`config.mk`:
```
export PLATFORM = sky130hd
export DESIGN_NAME = uw_insert_rot
export DESIGN_NICKNAME = d
export VERILOG_FILES = /design/src/rtl/uw_insert_rot.sv
export SDC_FILE = /design/constraint.sdc
export NUM_CORES = 1
export LEC_CHECK = 0
export CORE_MARGIN = 1
export CORE_UTILIZATION = 46
export CTS_CLUSTER_DIAMETER = 30
export DETAILED_ROUTE_END_ITERATION = 16
export GPL_TIMING_DRIVEN = 0
export MAX_ROUTING_LAYER = met4
export PLACE_DENSITY = 0.66
export SYNTH_ARGS = -nofsm -noshare
export SYNTH_HDL_FRONTEND = slang
export SYNTH_SLANG_ARGS = --single-unit
```
`constraint.sdc`:
```
create_clock -name clk -period 3 [get_ports clk]
set_input_delay 0.9 -clock clk [delete_from_list [all_inputs] [get_ports clk]]
set_output_delay 0.9 -clock clk [all_outputs]
set_load 0.01 [all_outputs]
```
`src/rtl/uw_insert_rot.sv`:
```
// LRPT transmit framer: prepends the rotated unique word to each frame and
// streams held soft I/Q payload pairs out as a rotated serial soft-byte stream.
module uw_insert_rot #(
  parameter int unsigned BYTES_PER_FRAME = 80,
  parameter logic [7:0]  SYNC_WORD       = 8'h27
) (
  input  logic       clk,
  input  logic       rst_in,
  input  logic [7:0] soft_in_0,
  input  logic [7:0] soft_in_1,
  input  logic       valid_in,
  output logic       ready_in,
  input  logic [1:0] rot_sel,
  input  logic       ready_tx,
  output logic       valid_out,
  output logic [7:0] soft_out,
  output logic       sof_out
);

  localparam int unsigned      POS_W    = $clog2(BYTES_PER_FRAME);
  localparam logic [POS_W-1:0] POS_LAST = POS_W'(BYTES_PER_FRAME - 1);
  localparam logic [POS_W-1:0] SYNC_LEN = POS_W'(8);

  logic [POS_W-1:0] pos_q, pos_d;
  logic             pair_full_q, pair_full_d;
  logic [7:0]       pair_i_q, pair_i_d;
  logic [7:0]       pair_q_q, pair_q_d;
  logic [1:0]       frame_rot_q, frame_rot_d;
  logic             valid_out_q, valid_out_d;
  logic [7:0]       soft_out_q, soft_out_d;
  logic             sof_out_q, sof_out_d;

  logic [7:0]  sync_byte [8];
  logic        slot_free, in_sync, have_byte, load, q_load, accept, at_start;
  logic [7:0]  src_a, src_b, load_byte;
  logic [1:0]  eff_rot;
  logic [15:0] rot_pair;

  // Unique-word symbols as soft bytes, MSB of the word first.
  for (genvar gi = 0; gi < 8; gi++) begin : g_sync
    assign sync_byte[gi] = SYNC_WORD[7-gi] ? 8'h7F : 8'h80;
  end

  function automatic logic [15:0] rotate(input logic [7:0] a, input logic [7:0] b,
                                         input logic [1:0] rot);
    case (rot)
      2'd0:    rotate = {a, b};
      2'd1:    rotate = {~b, a};
      2'd2:    rotate = {~a, ~b};
      default: rotate = {b, ~a};
    endcase
  endfunction

  assign slot_free = !valid_out_q || ready_tx;
  assign in_sync   = (pos_q < SYNC_LEN);
  assign at_start  = (pos_q == '0);
  // Odd payload positions always have data: the pair stays held until its Q loads.
  assign have_byte = in_sync || pos_q[0] || pair_full_q;
  assign load      = slot_free && have_byte;
  assign q_load    = slot_free && !in_sync && pos_q[0];
  assign ready_in  = !pair_full_q || q_load;
  assign accept    = valid_in && ready_in;

  // The first sync byte already uses the rotation being latched for the new frame.
  assign eff_rot = at_start ? rot_sel : frame_rot_q;

  always_comb begin
    src_a = pair_i_q;
    src_b = pair_q_q;
    if (in_sync) begin
      src_a = sync_byte[{pos_q[2:1], 1'b0}];
      src_b = sync_byte[{pos_q[2:1], 1'b1}];
    end
  end

  assign rot_pair  = rotate(src_a, src_b, eff_rot);
  assign load_byte = pos_q[0] ? rot_pair[7:0] : rot_pair[15:8];

  always_comb begin
    pos_d       = pos_q;
    pair_full_d = pair_full_q;
    pair_i_d    = pair_i_q;
    pair_q_d    = pair_q_q;
    frame_rot_d = frame_rot_q;
    valid_out_d = valid_out_q;
    soft_out_d  = soft_out_q;
    sof_out_d   = sof_out_q;

    if (slot_free) begin
      // A free slot with nothing to load becomes a bubble and pos holds.
      valid_out_d = load;
      if (load) begin
        soft_out_d = load_byte;
        sof_out_d  = at_start;
        pos_d      = (pos_q == POS_LAST) ? '0 : pos_q + POS_W'(1);
        if (at_start) begin
          frame_rot_d = rot_sel;
        end
      end
    end

    if (q_load) begin
      pair_full_d = 1'b0;
    end
    // A pair accepted alongside the Q load of the previous one refills the register.
    if (accept) begin
      pair_full_d = 1'b1;
      pair_i_d    = soft_in_0;
      pair_q_d    = soft_in_1;
    end
  end

  always_ff @(posedge clk) begin
    if (rst_in) begin
      pos_q       <= '0;
      pair_full_q <= 1'b0;
      pair_i_q    <= 8'h00;
      pair_q_q    <= 8'h00;
      frame_rot_q <= 2'd0;
      valid_out_q <= 1'b0;
      soft_out_q  <= 8'h00;
      sof_out_q   <= 1'b0;
    end else begin
      pos_q       <= pos_d;
      pair_full_q <= pair_full_d;
      pair_i_q    <= pair_i_d;
      pair_q_q    <= pair_q_d;
      frame_rot_q <= frame_rot_d;
      valid_out_q <= valid_out_d;
      soft_out_q  <= soft_out_d;
      sof_out_q   <= sof_out_d;
    end
  end

  assign valid_out = valid_out_q;
  assign soft_out  = soft_out_q;
  assign sof_out   = sof_out_q;

endmodule

```
==> images/final_clocks.png <==
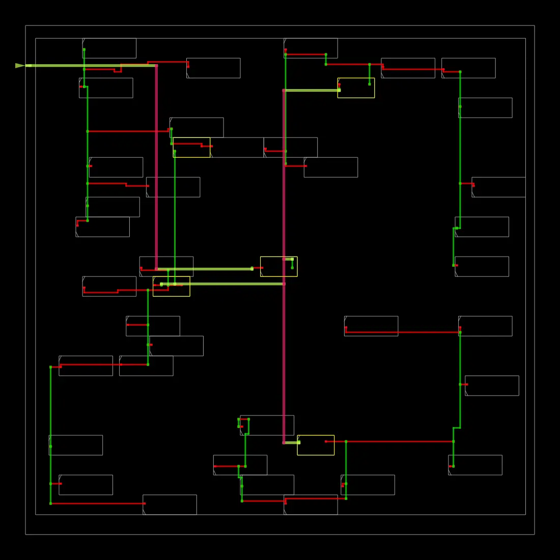
Clock Sinks: 36
clock-net power: 0.000307 W
CLK BUF: 5
Flops: 36
Num CTS Buffers: 5

==> images/port_nets.png <==
The bar under the picture is 20 um long.
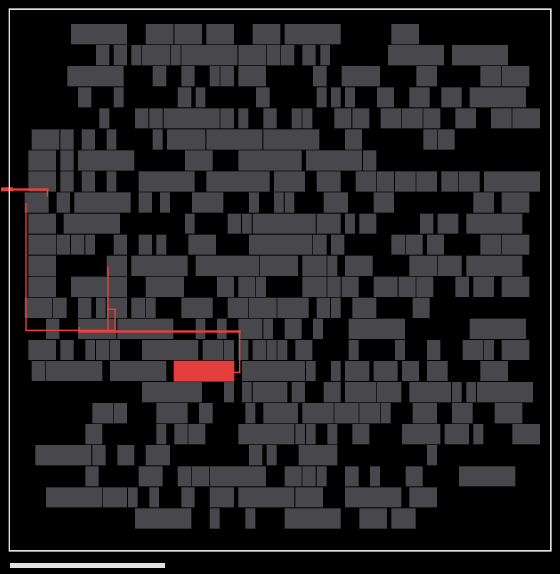
legend:
  ready_in:
    color: red
    direction: output
    edge: left
    end_cells: 1
    buffers: 2
    wire: 72.4 um
# port buffers: 31
I/O Pins: 33

==> images/zoom.png <==
Window x 0 to 40, y 30 to 70 um. Cells in gray, sequential cells in the stronger gray; small squares are vias.
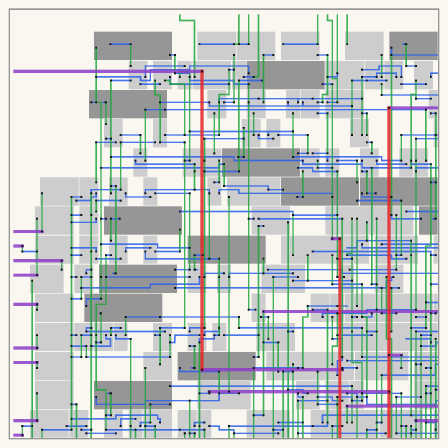
legend:
  met3:
    color: purple
  met4:
    color: red
  met1:
    color: blue
  met2:
    color: green
netlist names of flops here include: pair_i_q (7), pair_q_q (6)
sequential cells in the window: 13
cells with their middle in the window: 104
most frequent: clkdlybuf4s50_1 (15)

==> images/metal_stack.png <==
Only two layers are drawn.
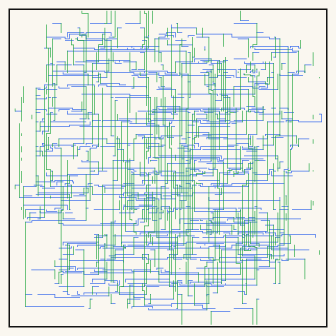
legend:
  met1:
    color: blue
    wire_length: 2,520 um
  met2:
    color: green
    wire_length: 2,390 um
Total Wirelength: 5220 um
WL per Instance: 15.2 um
via count: 1,982

==> images/registers.png <==
The bar under the picture is 20 um long. Other sequential cells in the stronger gray, the rest of the logic in the fainter gray.
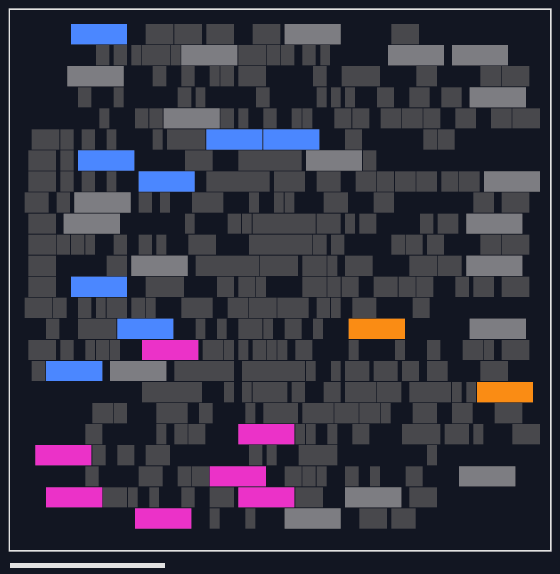
legend:
  pair_q_q:
    color: blue
    flops: 8
  frame_rot_q:
    color: orange
    flops: 2
  pos_q:
    color: magenta
    flops: 7
final design utilization: 59.3%
fraction of area in registers: 27.7%

==> results.json <==
{
  "r2r-start": "pos_q[0]$_SDFFE_PP0P_",
  "min_path_cells": 2,
  "reg2reg_to": "soft_out[2]$_SDFFE_PP0P_",
  "dieArea_um2": 4870,
  "htreeDepth": 2,
  "die_w_um": 69.8,
  "ctsHoldBuffers": 0,
  "yosys.cell_count.top_type": "dfxtp_1",
  "cap_violations": 0,
  "yosysTopAreaCellShare_pct": 34.1,
  "hpwl_um": 3890,
  "inverters_excl_clock": 7,
  "largest_cell_class": "combinational gates",
  "status": "complete, no violations",
  "yosysWarnings": 0,
  "top_layer": "met4",
  "antenna_found_initial": 0,
  "syn_avg_cell_area_um2": 8.35,
  "vdd_drop_max_v": 0.000224,
  "fillers": 434,
  "die_y_um": 69.8,
  "r2r_slack_ps": 340,
  "cp-start-kind": "flop",
  "ys_area_um2": 2110,
  "fp_util_pct": 48.2,
  "combGateArea_um2": 1300,
  "gp_congestion": 0.940,
  "finalClockSkew_ps": 6.85,
  "synth_nets": 277,
  "min_period_ps": 2850,
  "area_growth_pct": 23.0,
  "drive_gt1_share_pct": 12.0,
  "async_flop_share_pct": 0,
  "fmax_ghz": 0.351,
  "hp-start": "pair_q_q[1]$_SDFFE_PP0P_",
  "setup_tns_ps": 0,
  "core_area_um2": 4380,
  "hold_path.class": "flop to flop",
  "clkCellAreaFrac_pct": 2.65,
  "comb_area_share_pct": 49.9,
  "layout_top_cell": "dfxtp_1",
  "gr-usage-all-layers_pct": 24.5,
  "buf_share_pct": 16.2,
  "cellPowerDensity_nw_per_um2": 458,
  "critical_path_class": "flop to output pin",
  "switchingPower_w": 0.000352,
  "power.group.top": "sequential cells",
  "wl_met1_um": 2520,
  "met3WireLength_um": 214,
  "hold_violations": 0,
  "core.rowCount": 24,
  "topCellsByArea": "dfxtp_1, mux4_2, a21oi_1",
  "endpoint": "ready_in",
  "logic_gate_count": 191,
  "ys.flop_type": "dfxtp_1",
  "yosys_cells": 253,
  "largest_area_cell": "dfxtp_1",
  "tightest_slew_ps": 641
}
[registers in the layout, indices dropped and copies added, names as in the netlist]
register     cells
pair_q_q         8
frame_rot_q      2
sof_out          1
pair_full_q      1
soft_out         8
pos_q            7
pair_i_q         8
valid_out        1
[worst max-delay path: stages, from the launching register on]
cell and delay [ps]:
dfxtp_1 340, buf_2 230, clkinv_1 290, o31ai_4 370
clkbuf_8 180, dlygate4sd2_1 260
[cells by family after synthesis]
kind of cell / synth area share [%]
compound gates: 19.7
xor+xnor: 3.32
fa+ha+maj: 1.18
buf+inv: 5.27
flops: 34.1
mux: 9.95
simple gates: 26.5
[repair_timing]
item                       in CTS  in global routing
buffers inserted                3                  0
setup endpoints to repair       1                  0
gates resized                   8                  0
Power and IR drop assume default switching activity.
